Run 1, routed clock nets over the placement:
Scale: 6 px per um.
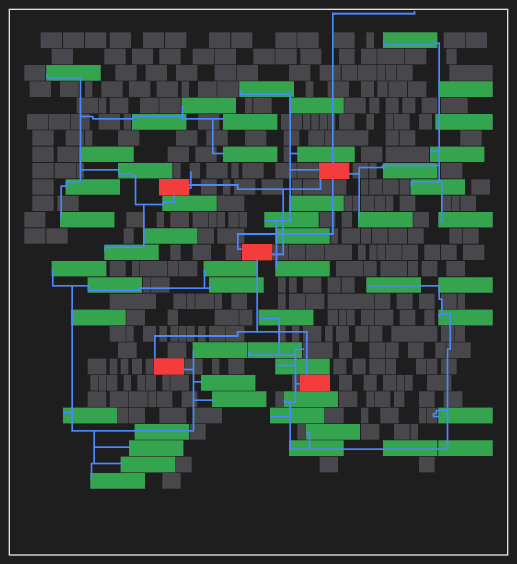
Run 1, signal wires on met2:
Scale: 4 px per um.
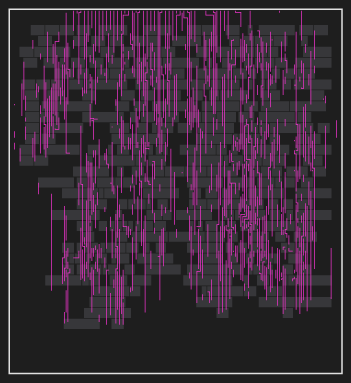
Run 1, clock nets:
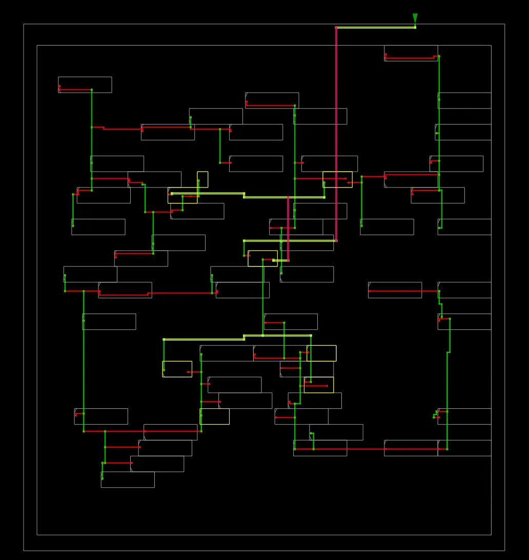
File: src/rtl/uart_tx_sched_if.sv
// uart_tx_sched_if: byte-source requests plus the UA_Transmitter handshake.
interface uart_tx_sched_if;
  logic [3:0]  req;
  logic [31:0] req_data;
  logic [3:0]  req_ack;
  logic        tx_enable;
  logic        tx_din_rdy;
  logic [7:0]  tx_din_byte;
  logic        uart_ready;
  logic [1:0]  grant_id;
  logic        busy;
  logic        err_drop;
  modport master(output req, req_data, uart_ready,
                 input req_ack, tx_enable, tx_din_rdy, tx_din_byte, grant_id, busy, err_drop);
  modport slave(input req, req_data, uart_ready,
                output req_ack, tx_enable, tx_din_rdy, tx_din_byte, grant_id, busy, err_drop);
endinterface

File: src/rtl/uart_tx_sched.sv
// uart_tx_sched: round-robin share of one UA_Transmitter among four byte sources,
// with the baud-tick divider driving the transmitter enable.
module uart_tx_sched #(
  parameter int BAUD_DIV = 434,
  parameter int BUSY_TMO = 4
) (
  input logic           clk,
  input logic           rst_n,
  uart_tx_sched_if.slave bus
);
  typedef enum logic [1:0] {IDLE, ISSUE, WAIT_BUSY, WAIT_DONE} state_t;
  state_t      state_q, state_d;
  logic [15:0] cnt_q, cnt_d, tmo_q, tmo_d;
  logic [1:0]  ptr_q, ptr_d, grant_q, grant_d, win, idx;
  logic [3:0]  ack_q, ack_d;
  logic [7:0]  dbyte_q, dbyte_d;
  logic        rdy_q, rdy_d, busy_q, busy_d, err_q, err_d, found, tick;
  assign tick = cnt_q == 16'(BAUD_DIV - 1);
  // first requester after the last winner, wrapping back to the last winner itself
  always_comb begin
    win   = ptr_q;
    idx   = ptr_q;
    found = 1'b0;
    for (int k = 1; k <= 4; k++) begin
      idx = ptr_q + 2'(k);
      if (!found && bus.req[idx]) begin
        win   = idx;
        found = 1'b1;
      end
    end
  end
  always_comb begin
    cnt_d   = tick ? '0 : cnt_q + 16'd1;
    state_d = state_q;
    tmo_d   = tmo_q;
    ptr_d   = ptr_q;
    grant_d = grant_q;
    dbyte_d = dbyte_q;
    ack_d   = '0;
    rdy_d   = rdy_q;
    err_d   = 1'b0;
    case (state_q)
      IDLE: if (found && bus.uart_ready) begin
        dbyte_d = bus.req_data[{win, 3'b000} +: 8];
        grant_d = win;
        ptr_d   = win;
        ack_d   = 4'b0001 << win;
        rdy_d   = 1'b1;
        state_d = ISSUE;
      end
      ISSUE: if (tick) begin
        rdy_d   = 1'b0;
        tmo_d   = '0;
        state_d = WAIT_BUSY;
      end
      WAIT_BUSY: if (!bus.uart_ready) state_d = WAIT_DONE;
        else if (tick) begin
          tmo_d = tmo_q + 16'd1;
          if (tmo_q == 16'(BUSY_TMO - 1)) begin
            err_d   = 1'b1;
            state_d = IDLE;
          end
        end
      WAIT_DONE: state_d = bus.uart_ready ? IDLE : WAIT_DONE;
      default: state_d = IDLE;
    endcase
    busy_d = state_d != IDLE;
  end
  always_ff @(posedge clk or negedge rst_n)
    if (!rst_n) begin
      state_q <= IDLE;
      cnt_q   <= '0;
      tmo_q   <= '0;
      ptr_q   <= 2'd3;
      grant_q <= '0;
      dbyte_q <= '0;
      ack_q   <= '0;
      rdy_q   <= 1'b0;
      busy_q  <= 1'b0;
      err_q   <= 1'b0;
    end else begin
      state_q <= state_d;
      cnt_q   <= cnt_d;
      tmo_q   <= tmo_d;
      ptr_q   <= ptr_d;
      grant_q <= grant_d;
      dbyte_q <= dbyte_d;
      ack_q   <= ack_d;
      rdy_q   <= rdy_d;
      busy_q  <= busy_d;
      err_q   <= err_d;
    end
  assign bus.tx_enable   = tick;
  assign bus.tx_din_rdy  = rdy_q;
  assign bus.tx_din_byte = dbyte_q;
  assign bus.req_ack     = ack_q;
  assign bus.grant_id    = grant_q;
  assign bus.busy        = busy_q;
  assign bus.err_drop    = err_q;
endmodule

File: src/flat_wrapper.sv
// flat-port wrapper written by rule: the top's interface ports become plain ports
module uart_tx_sched_flat 
#(
  parameter int BAUD_DIV = 434,
  parameter int BUSY_TMO = 4
)
  (clk, rst_n, bus_req, bus_req_data, bus_uart_ready, bus_req_ack, bus_tx_enable, bus_tx_din_rdy, bus_tx_din_byte, bus_grant_id, bus_busy, bus_err_drop);
  uart_tx_sched_if bus_i ();
  input logic clk;
  input logic rst_n;
  input wire logic [$bits(bus_i.req)-1:0] bus_req;
  input wire logic [$bits(bus_i.req_data)-1:0] bus_req_data;
  input wire logic [$bits(bus_i.uart_ready)-1:0] bus_uart_ready;
  output wire logic [$bits(bus_i.req_ack)-1:0] bus_req_ack;
  output wire logic [$bits(bus_i.tx_enable)-1:0] bus_tx_enable;
  output wire logic [$bits(bus_i.tx_din_rdy)-1:0] bus_tx_din_rdy;
  output wire logic [$bits(bus_i.tx_din_byte)-1:0] bus_tx_din_byte;
  output wire logic [$bits(bus_i.grant_id)-1:0] bus_grant_id;
  output wire logic [$bits(bus_i.busy)-1:0] bus_busy;
  output wire logic [$bits(bus_i.err_drop)-1:0] bus_err_drop;
  assign bus_i.req = bus_req;
  assign bus_i.req_data = bus_req_data;
  assign bus_i.uart_ready = bus_uart_ready;
  assign bus_req_ack = bus_i.req_ack;
  assign bus_tx_enable = bus_i.tx_enable;
  assign bus_tx_din_rdy = bus_i.tx_din_rdy;
  assign bus_tx_din_byte = bus_i.tx_din_byte;
  assign bus_grant_id = bus_i.grant_id;
  assign bus_busy = bus_i.busy;
  assign bus_err_drop = bus_i.err_drop;
  uart_tx_sched #(.BAUD_DIV(BAUD_DIV), .BUSY_TMO(BUSY_TMO)) u_core (.clk(clk), .rst_n(rst_n), .bus(bus_i));
endmodule
File: config.mk
export PLATFORM = sky130hd
export DESIGN_NAME = uart_tx_sched_flat
export DESIGN_NICKNAME = d
export VERILOG_FILES = /design/src/rtl/uart_tx_sched_if.sv /design/src/rtl/uart_tx_sched.sv /design/src/flat_wrapper.sv
export SDC_FILE = /design/constraint.sdc
export NUM_CORES = 1
export LEC_CHECK = 0
export CORE_ASPECT_RATIO = 1.1
export CORE_MARGIN = 2
export CORE_UTILIZATION = 40
export DETAILED_ROUTE_END_ITERATION = 7
export HOLD_SLACK_MARGIN = 0.03
export PLACE_DENSITY = 0.77
export SLEW_MARGIN = 20
export SYNTH_ARGS = -nofsm -noshare
export SYNTH_HDL_FRONTEND = slang
export SYNTH_SLANG_ARGS = --single-unit
File: constraint.sdc
create_clock -name clk -period 1.9 [get_ports clk]
set_input_delay 0.38 -clock clk [delete_from_list [all_inputs] [get_ports clk]]
set_output_delay 0.38 -clock clk [all_outputs]
set_load 0.005 [all_outputs]
==> metrics.cfg, run 1 <==
[worst_setup_path]
slowest_stage=or4_4
crit_buf_inv=1
cp-start-kind=flop
crit_path_end=u_core.tmo_q[13]
setup.worst_path.start=u_core.cnt_q[6]
path_max_fanout=3
r2r_setup_slack_ns=0.04
critical_path.cell_chain=nor4_2 > buf_4 > and4_4 > nand4_4 > or4_4 > a21oi_2
worstPathRequired_ns=2.14
crit_family=simple AND/OR/NAND/NOR gates
cp-end-kind=flop
timing.rr.start=u_core.cnt_q[6]
slowest_delay_ns=0.49
crit_type=flop to flop
crit_arrival_ns=2.10
cp_num_cells=6
r2r_end=u_core.tmo_q[13]
rr_worst_depth=6

[floorplan]
fp_util_pct=41.5
core-area_um2=6590
die_h_um=90.7
nWellTaps=82
dieArea_um2=7510
rows=31
pin_count=57
fp.dieW_um=82.8

[finish]
logic_area_um2=1380
fin_cells=457
n_antenna_cell=0
sh_seq_area_pct=34.1
post-route-util_pct=59.1
buffers=100
drive_gt1_share_pct=19.7
inv_count=13
logic_gate_count=201
nonClkBufAreaFrac_pct=24.0
dominant_cells=multi-input combinational cells
final_cell_area_um2=3890
fillers=584
final_common_cell=clkdlybuf4s50_1
register_area_um2=1330
nets=416
comb_share_pct=35.4
layout.cells.most_common_list=54 x clkdlybuf4s50_1, 51 x dfrtp_1, 39 x buf_4, 35 x nor2_1, 24 x nand2_1
area_delta_synth_final_pct=42.5
area_share_clock_buf_inv_pct=2.60

[clock_tree]
cts_tree=done
ctsResizeCount=8
ctsLongestPathBuffers=2
cts_max_level=2
clk_pin_slew_worst_paths_ns=0.09
post_cts_buffers=0
cts-hold-fix-buffers=0
cts_root_buffer=clkbuf_8

[power]
pwr-share-clk_pct=21.6
swShare_pct=28.7
p_per_area_nw_per_um2=824
leakagePower_nw=1.75
power.share.combinational_pct=34.9
p_switching_w=0.000920
ir_drop_mv=0.590
maxPowerGroup=sequential cells
pg_seq_w=0.00139
finalPower_w=0.00321
intPower_w=0.00229
seqPwrFrac_pct=43.5
pg_comb_w=0.00112

[timing]
finalCriticalPeriod_ns=1.86
tns_ns=0
relSlewSlack_pct=67.3
worst_slack_ns=0.0431
worst_pin_slew_ns=0.487
timing.fmax_mhz=539
setup_violations=0
fin_crit_sh_pct=97.7
whs_ns=0.0390
rsz0062_at_grt=yes
slew_viol_final=0
hold_viol=0

[yosys]
synth.top_cell.area_share_pct=46.7
synth-async-reset-ratio_pct=100
top_logic_kind=simple AND/OR/NAND/NOR gates
top_area_cell=dfrtp_1
synth-area-yosys_um2=2730
syn_area_um2=2730
yosys.area_share.aoi_pct=10.3
yosysWarnings=0
postSynthAreaPerCell_um2=9.83
synthCells=278
fp_nets=320
mux_share_pct=6.22
synthAdderAreaFrac_pct=1.37
ys_ff=53
common_cells=51 x dfrtp_1, 35 x nor2_1, 24 x nand2_1
synth.distinct_cells=43
synthTopCellsByArea=dfrtp_1 47%, mux2i_1 6.2%, nor2_1 4.8%
xor_share_pct=7.69
synth.most_common_cell=dfrtp_1
ys_seq_share_pct=48.6
synth-edff-count=0
ys_cells=278
flop_cell=dfrtp_1
synthSimpleGateAreaFrac_pct=22.1

[routing]
drtIter0Drc=133
ant_nets=0
route.detailed.drc=0
via_per_inst=5.28
wl_met1_um=2850
met3WireLength_um=271
top_layer=met4
first_pass_iters=4
wire_per_inst_um=14.8
wl_met2_um=3590

[global_routing]
grt_util_met3_pct=3.66
grt_pass1_wl_um=11200
overflow=0
grt_use_met1_pct=22.3
grt_pass1_vias=2433
track_usage_pct=18.0
grt.busiest_layer=met2
grt_max_degree=54
antenna_found_initial=0

[placement]
place_area_um2=3720
dp_hpwl_um=4920
dp_slack_ns=-0.212
globalplace.congestion=0.848
dpl.cell_count=448
io_buffers=56

[flow_run]
tool_warnings=28
drv_cap=0

[min_path]
hp-class=primary input to asynchronous set/reset pin

[run_status]
outcome=complete, no violations

-- 'routed clock nets over the placement' (at the start) --
legend:
  cells driving clock nets:
    color: red
    count: 5
  clock wires:
    color: blue
    length: 650 um
  flip-flops:
    color: green
    count: 53
routed clock nets: 6
clock network power: 0.000693 W
worst clock skew: 0.00586 ns
worst-skew pair later-pin latency: 0.30 ns

-- 'signal wires on met2' (at the start) --
share of all routed wire: 53%
longest straight run: 35.2 um
met2 Usage GRT: 31.8%
Detailed Route WL: 6780 um
Vias: 2412

-- 'clock nets' (at the start) --
clk sinks: 53
CTS Buf Count: 5
CLK BUF: 7
registers: 53

==> run 2, diff against run 1 <==
--- a/config.mk
+++ b/config.mk
@@ -10,6 +10,7 @@
 export CORE_UTILIZATION = 40
 export DETAILED_ROUTE_END_ITERATION = 7
 export HOLD_SLACK_MARGIN = 0.03
+export MAX_ROUTING_LAYER = met4
 export PLACE_DENSITY = 0.77
 export SLEW_MARGIN = 20
 export SYNTH_ARGS = -nofsm -noshare
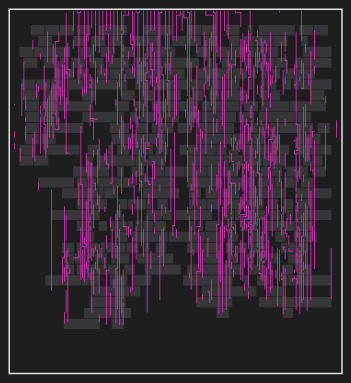
Run 2: signal wires on met2
Scale: 4 px per um.
Detailed Route WL: 6780 um
Vias: 2415

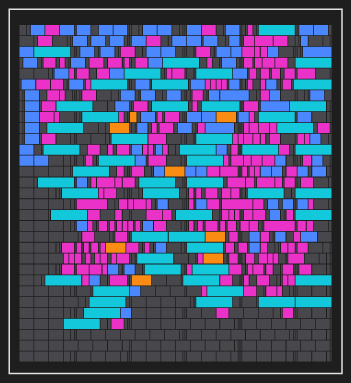
Run 2: cell classes on the final placement
Scale: 4 px per um. Fill, decap, tap and diode cells in gray.
legend:
  clock drivers and dummy loads:
    color: orange
    cells: 8
    share_of_their_area: 2.7%
  all other logic:
    color: magenta
    cells: 214
    share_of_their_area: 38%
  flops:
    color: cyan
    cells: 53
    share_of_their_area: 35%
  other buffers and delay cells:
    color: blue
    cells: 100
    share_of_their_area: 25%
final core occ: 59.1%
row count: 31
flop share of the area: 34.1%

==> run 2 against run 1 <==
Net effect:
- hold slack improved by 0.0018 ns
- cell count did not move
- synthesized cell count did not move
- non-clock buffer count did not move
- first-iteration DRC count did not move
- largest cell class unchanged
==> metrics.cfg, run 2 <==
[finish]
n_antenna_cell=0
final_common_cell=clkdlybuf4s50_1
layout.cells.most_common_list=54 x clkdlybuf4s50_1, 51 x dfrtp_1, 39 x buf_4, 35 x nor2_1, 24 x nand2_1
inv_count=13
drive_gt1_share_pct=19.7
dominant_cells=multi-input combinational cells
fin_cells=457
buffers=100
logic_area_um2=1380
logic_gate_count=201
fillers=584
nets=416
area_share_clock_buf_inv_pct=2.60
register_area_um2=1330
nClkBuffers=7
area_delta_synth_final_pct=42.5

[yosys]
ys_seq_share_pct=48.6
yosysWarnings=0
synth-edff-count=0
xor_share_pct=7.69
common_cells=51 x dfrtp_1, 35 x nor2_1, 24 x nand2_1
synthCells=278
fp_nets=320
top_area_cell=dfrtp_1
synth.distinct_cells=43
ys_cells=278
flop_cell=dfrtp_1
synth-async-reset-ratio_pct=100
synthTopCellsByArea=dfrtp_1 47%, mux2i_1 6.2%, nor2_1 4.8%
mux_share_pct=6.22
synthAdderAreaFrac_pct=1.37

[power]
maxPowerGroup=sequential cells
pg_seq_w=0.00139
clock_power_w=0.000692
leakagePower_nw=1.75
pwr-share-clk_pct=21.6
p_switching_w=0.000919
swShare_pct=28.7
p_per_area_nw_per_um2=824
seqPwrFrac_pct=43.5
power.share.combinational_pct=34.9

[worst_setup_path]
cp-start-kind=flop
r2r_setup_slack_ns=0.04
cp_num_cells=6
cp-end-kind=flop
r2r_end=u_core.tmo_q[13]
critical_path.cell_chain=nor4_2 > buf_4 > and4_4 > nand4_4 > or4_4 > a21oi_2
crit_arrival_ns=2.10
crit_type=flop to flop
slowest_stage=or4_4
worstPathRequired_ns=2.14

[clock_tree]
ctsResizeCount=8
cts_tree=done
insertion_delay_ns=0.30
ctsLongestPathBuffers=2
cts_num_sinks=53
post_cts_buffers=0
cts_max_level=2

[timing]
rsz0062_at_grt=yes
worst_pin_slew_ns=0.487
hold_viol=0
finalCriticalPeriod_ns=1.86
whs_ns=0.0409
fin_crit_sh_pct=97.7
tns_ns=0
finClkSkew_ns=0.00538

[floorplan]
dieArea_um2=7510
pin_count=57
fp_util_pct=41.5

[run_status]
outcome=complete, no violations

[routing]
first_pass_iters=4
drtIter0Drc=133
met3WireLength_um=263
wl_met1_um=2840
wire_per_inst_um=14.8
ant_nets=0
via_per_inst=5.28
wl_met2_um=3610

[flow_run]
tool_warnings=28
drv_cap=0

[global_routing]
antenna_found_initial=0
grt_max_degree=54
grt_pass1_vias=2430

[min_path]
hp-class=primary input to asynchronous set/reset pin

[placement]
io_buffers=56
globalplace.congestion=0.861
dpl.cell_count=448
place_area_um2=3720

==> run 3, diff against run 2 <==
--- a/config.mk
+++ b/config.mk
@@ -8,6 +8,7 @@
 export CORE_ASPECT_RATIO = 1.1
 export CORE_MARGIN = 2
 export CORE_UTILIZATION = 40
+export CTS_CLUSTER_SIZE = 8
 export DETAILED_ROUTE_END_ITERATION = 7
 export HOLD_SLACK_MARGIN = 0.03
 export MAX_ROUTING_LAYER = met4
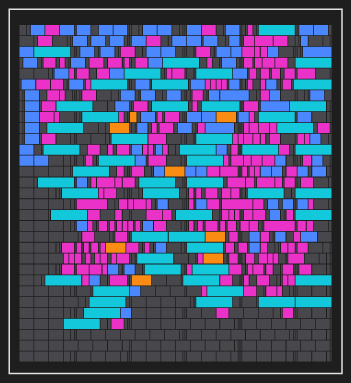
Run 3: cell classes on the final placement
Scale: 4 px per um. Fill, decap, tap and diode cells in gray.
legend:
  other buffers and delay cells:
    color: blue
    cells: 100
    share_of_their_area: 25%
  all other logic:
    color: magenta
    cells: 214
    share_of_their_area: 38%
  clock drivers and dummy loads:
    color: orange
    cells: 8
    share_of_their_area: 2.7%
  flops:
    color: cyan
    cells: 53
    share_of_their_area: 35%
Core Region: 6590 um2
cell area after layout: 3890 um2

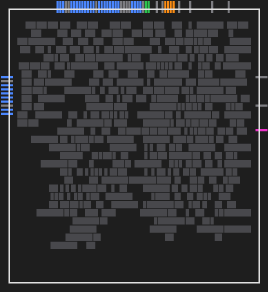
Run 3: ports around the boundary
Scale: 3 px per um. Pins as bars across the die edge, other pins in gray.
legend:
  bus_req:
    color: orange
    pins: 4
    direction: input
    edge: north
  bus_grant_id:
    color: green
    pins: 2
    direction: output
    edge: north
  bus_uart_ready:
    color: magenta
    pins: 1
    direction: input
    edge: east
  bus_req_data:
    color: blue
    pins: 32
    direction: input
    edge: 24 north, 8 west
all pins by edge: 44 north, 10 west, 3 east
Chip Width: 82.8 um
DIE HEIGHT: 90.7 um

==> run 3 against run 2 <==
Net effect:
- fmax stayed put
- core utilization stayed put
- first-iteration DRC count unchanged
- cell area unchanged
- critical path depth is the same
- non-clock buffer count did not move
- sequential cell count stayed put
- global-route usage stayed put
- combinational power about the same
- highest routed layer unchanged
==> metrics.cfg, run 3 <==
[clock_tree]
cts_max_level=2
ctsResizeCount=8
insertion_delay_ns=0.30
cts_num_sinks=53
post_cts_buffers=0
cts_tree=done
clk_pin_slew_worst_paths_ns=0.09
cts_buffers=5
cts-hold-fix-buffers=0
ctsLongestPathBuffers=2
cts_root_buffer=clkbuf_8

[routing]
wl_met1_um=2840
wirelength_um=6780
ant_nets=0
first_pass_iters=4
top_layer=met4
vias=2415
met3WireLength_um=263
wire_per_inst_um=14.8
wl_met2_um=3610
via_per_inst=5.28
route.detailed.drc=0
drtIter0Drc=133

[yosys]
common_cells=51 x dfrtp_1, 35 x nor2_1, 24 x nand2_1
mux_share_pct=6.22
postSynthAreaPerCell_um2=9.83
top_logic_kind=simple AND/OR/NAND/NOR gates
synth.distinct_cells=43
synth-area-yosys_um2=2730
yosys.area_share.aoi_pct=10.3
syn_area_um2=2730
synthSimpleGateAreaFrac_pct=22.1
synth-edff-count=0
synthTopCellsByArea=dfrtp_1 47%, mux2i_1 6.2%, nor2_1 4.8%
top_area_cell=dfrtp_1
ys_seq_share_pct=48.6
synth.top_cell.area_share_pct=46.7
synth-async-reset-ratio_pct=100
fp_nets=320
synthCells=278
xor_share_pct=7.69
synth.most_common_cell=dfrtp_1
ys_ff=53
ys_cells=278
synthAdderAreaFrac_pct=1.37
flop_cell=dfrtp_1
yosysWarnings=0

[timing]
timing.fmax_mhz=539
slew_viol_final=0
whs_ns=0.0409
relSlewSlack_pct=67.3
worst_slack_ns=0.0431
tns_ns=0
finClkSkew_ns=0.00538
hold_viol=0
finalCriticalPeriod_ns=1.86
rsz0062_at_grt=yes
fin_crit_sh_pct=97.7
worst_pin_slew_ns=0.487
setup_violations=0

[worst_setup_path]
rr_worst_depth=6
path_max_fanout=3
crit_family=simple AND/OR/NAND/NOR gates
crit_path_end=u_core.tmo_q[13]
setup.worst_path.start=u_core.cnt_q[6]
cp-end-kind=flop
critical_path.cell_chain=nor4_2 > buf_4 > and4_4 > nand4_4 > or4_4 > a21oi_2
cp_num_cells=6
slowest_stage=or4_4
crit_type=flop to flop
timing.rr.start=u_core.cnt_q[6]
cp-start-kind=flop
r2r_setup_slack_ns=0.04
slowest_delay_ns=0.49
r2r_end=u_core.tmo_q[13]
crit_buf_inv=1
worstPathRequired_ns=2.14
crit_arrival_ns=2.10

[power]
clock_power_w=0.000692
pg_seq_w=0.00139
seqPwrFrac_pct=43.5
p_switching_w=0.000919
swShare_pct=28.7
p_per_area_nw_per_um2=824
pwr-share-clk_pct=21.6
finalPower_w=0.00321
power.share.combinational_pct=34.9
leakagePower_nw=1.75
maxPowerGroup=sequential cells
ir_drop_mv=0.591
intPower_w=0.00229
pg_comb_w=0.00112

[finish]
comb_share_pct=35.4
nets=416
post-route-util_pct=59.1
area_share_clock_buf_inv_pct=2.60
ff_count=53
layout.cells.most_common_list=54 x clkdlybuf4s50_1, 51 x dfrtp_1, 39 x buf_4, 35 x nor2_1, 24 x nand2_1
fillers=584
register_area_um2=1330
inv_count=13
dominant_cells=multi-input combinational cells
sh_seq_area_pct=34.1
final_common_cell=clkdlybuf4s50_1
nonClkBufAreaFrac_pct=24.0
fin_cells=457
nClkBuffers=7
logic_area_um2=1380
logic_gate_count=201
n_antenna_cell=0
area_delta_synth_final_pct=42.5
buffers=100
drive_gt1_share_pct=19.7

[placement]
place_area_um2=3720
dpl.cell_count=448
dp_slack_ns=-0.212
globalplace.congestion=0.861
io_buffers=56
dp_hpwl_um=4920

[global_routing]
grt_pass1_vias=2430
grt_use_met1_pct=22.3
grt_use_met2_pct=31.8
overflow=0
antenna_found_initial=0
track_usage_pct=18.5
grt.busiest_layer=met2
grt_util_met3_pct=3.66
grt_pass1_wl_um=11200
grt_max_degree=54

[min_path]
hp-class=primary input to asynchronous set/reset pin

[floorplan]
nWellTaps=82
fp_util_pct=41.5
dieArea_um2=7510
rows=31
pin_count=57

[run_status]
outcome=complete, no violations

[flow_run]
drv_cap=0
tool_warnings=28

Power is estimated from default activity; no workload was simulated.
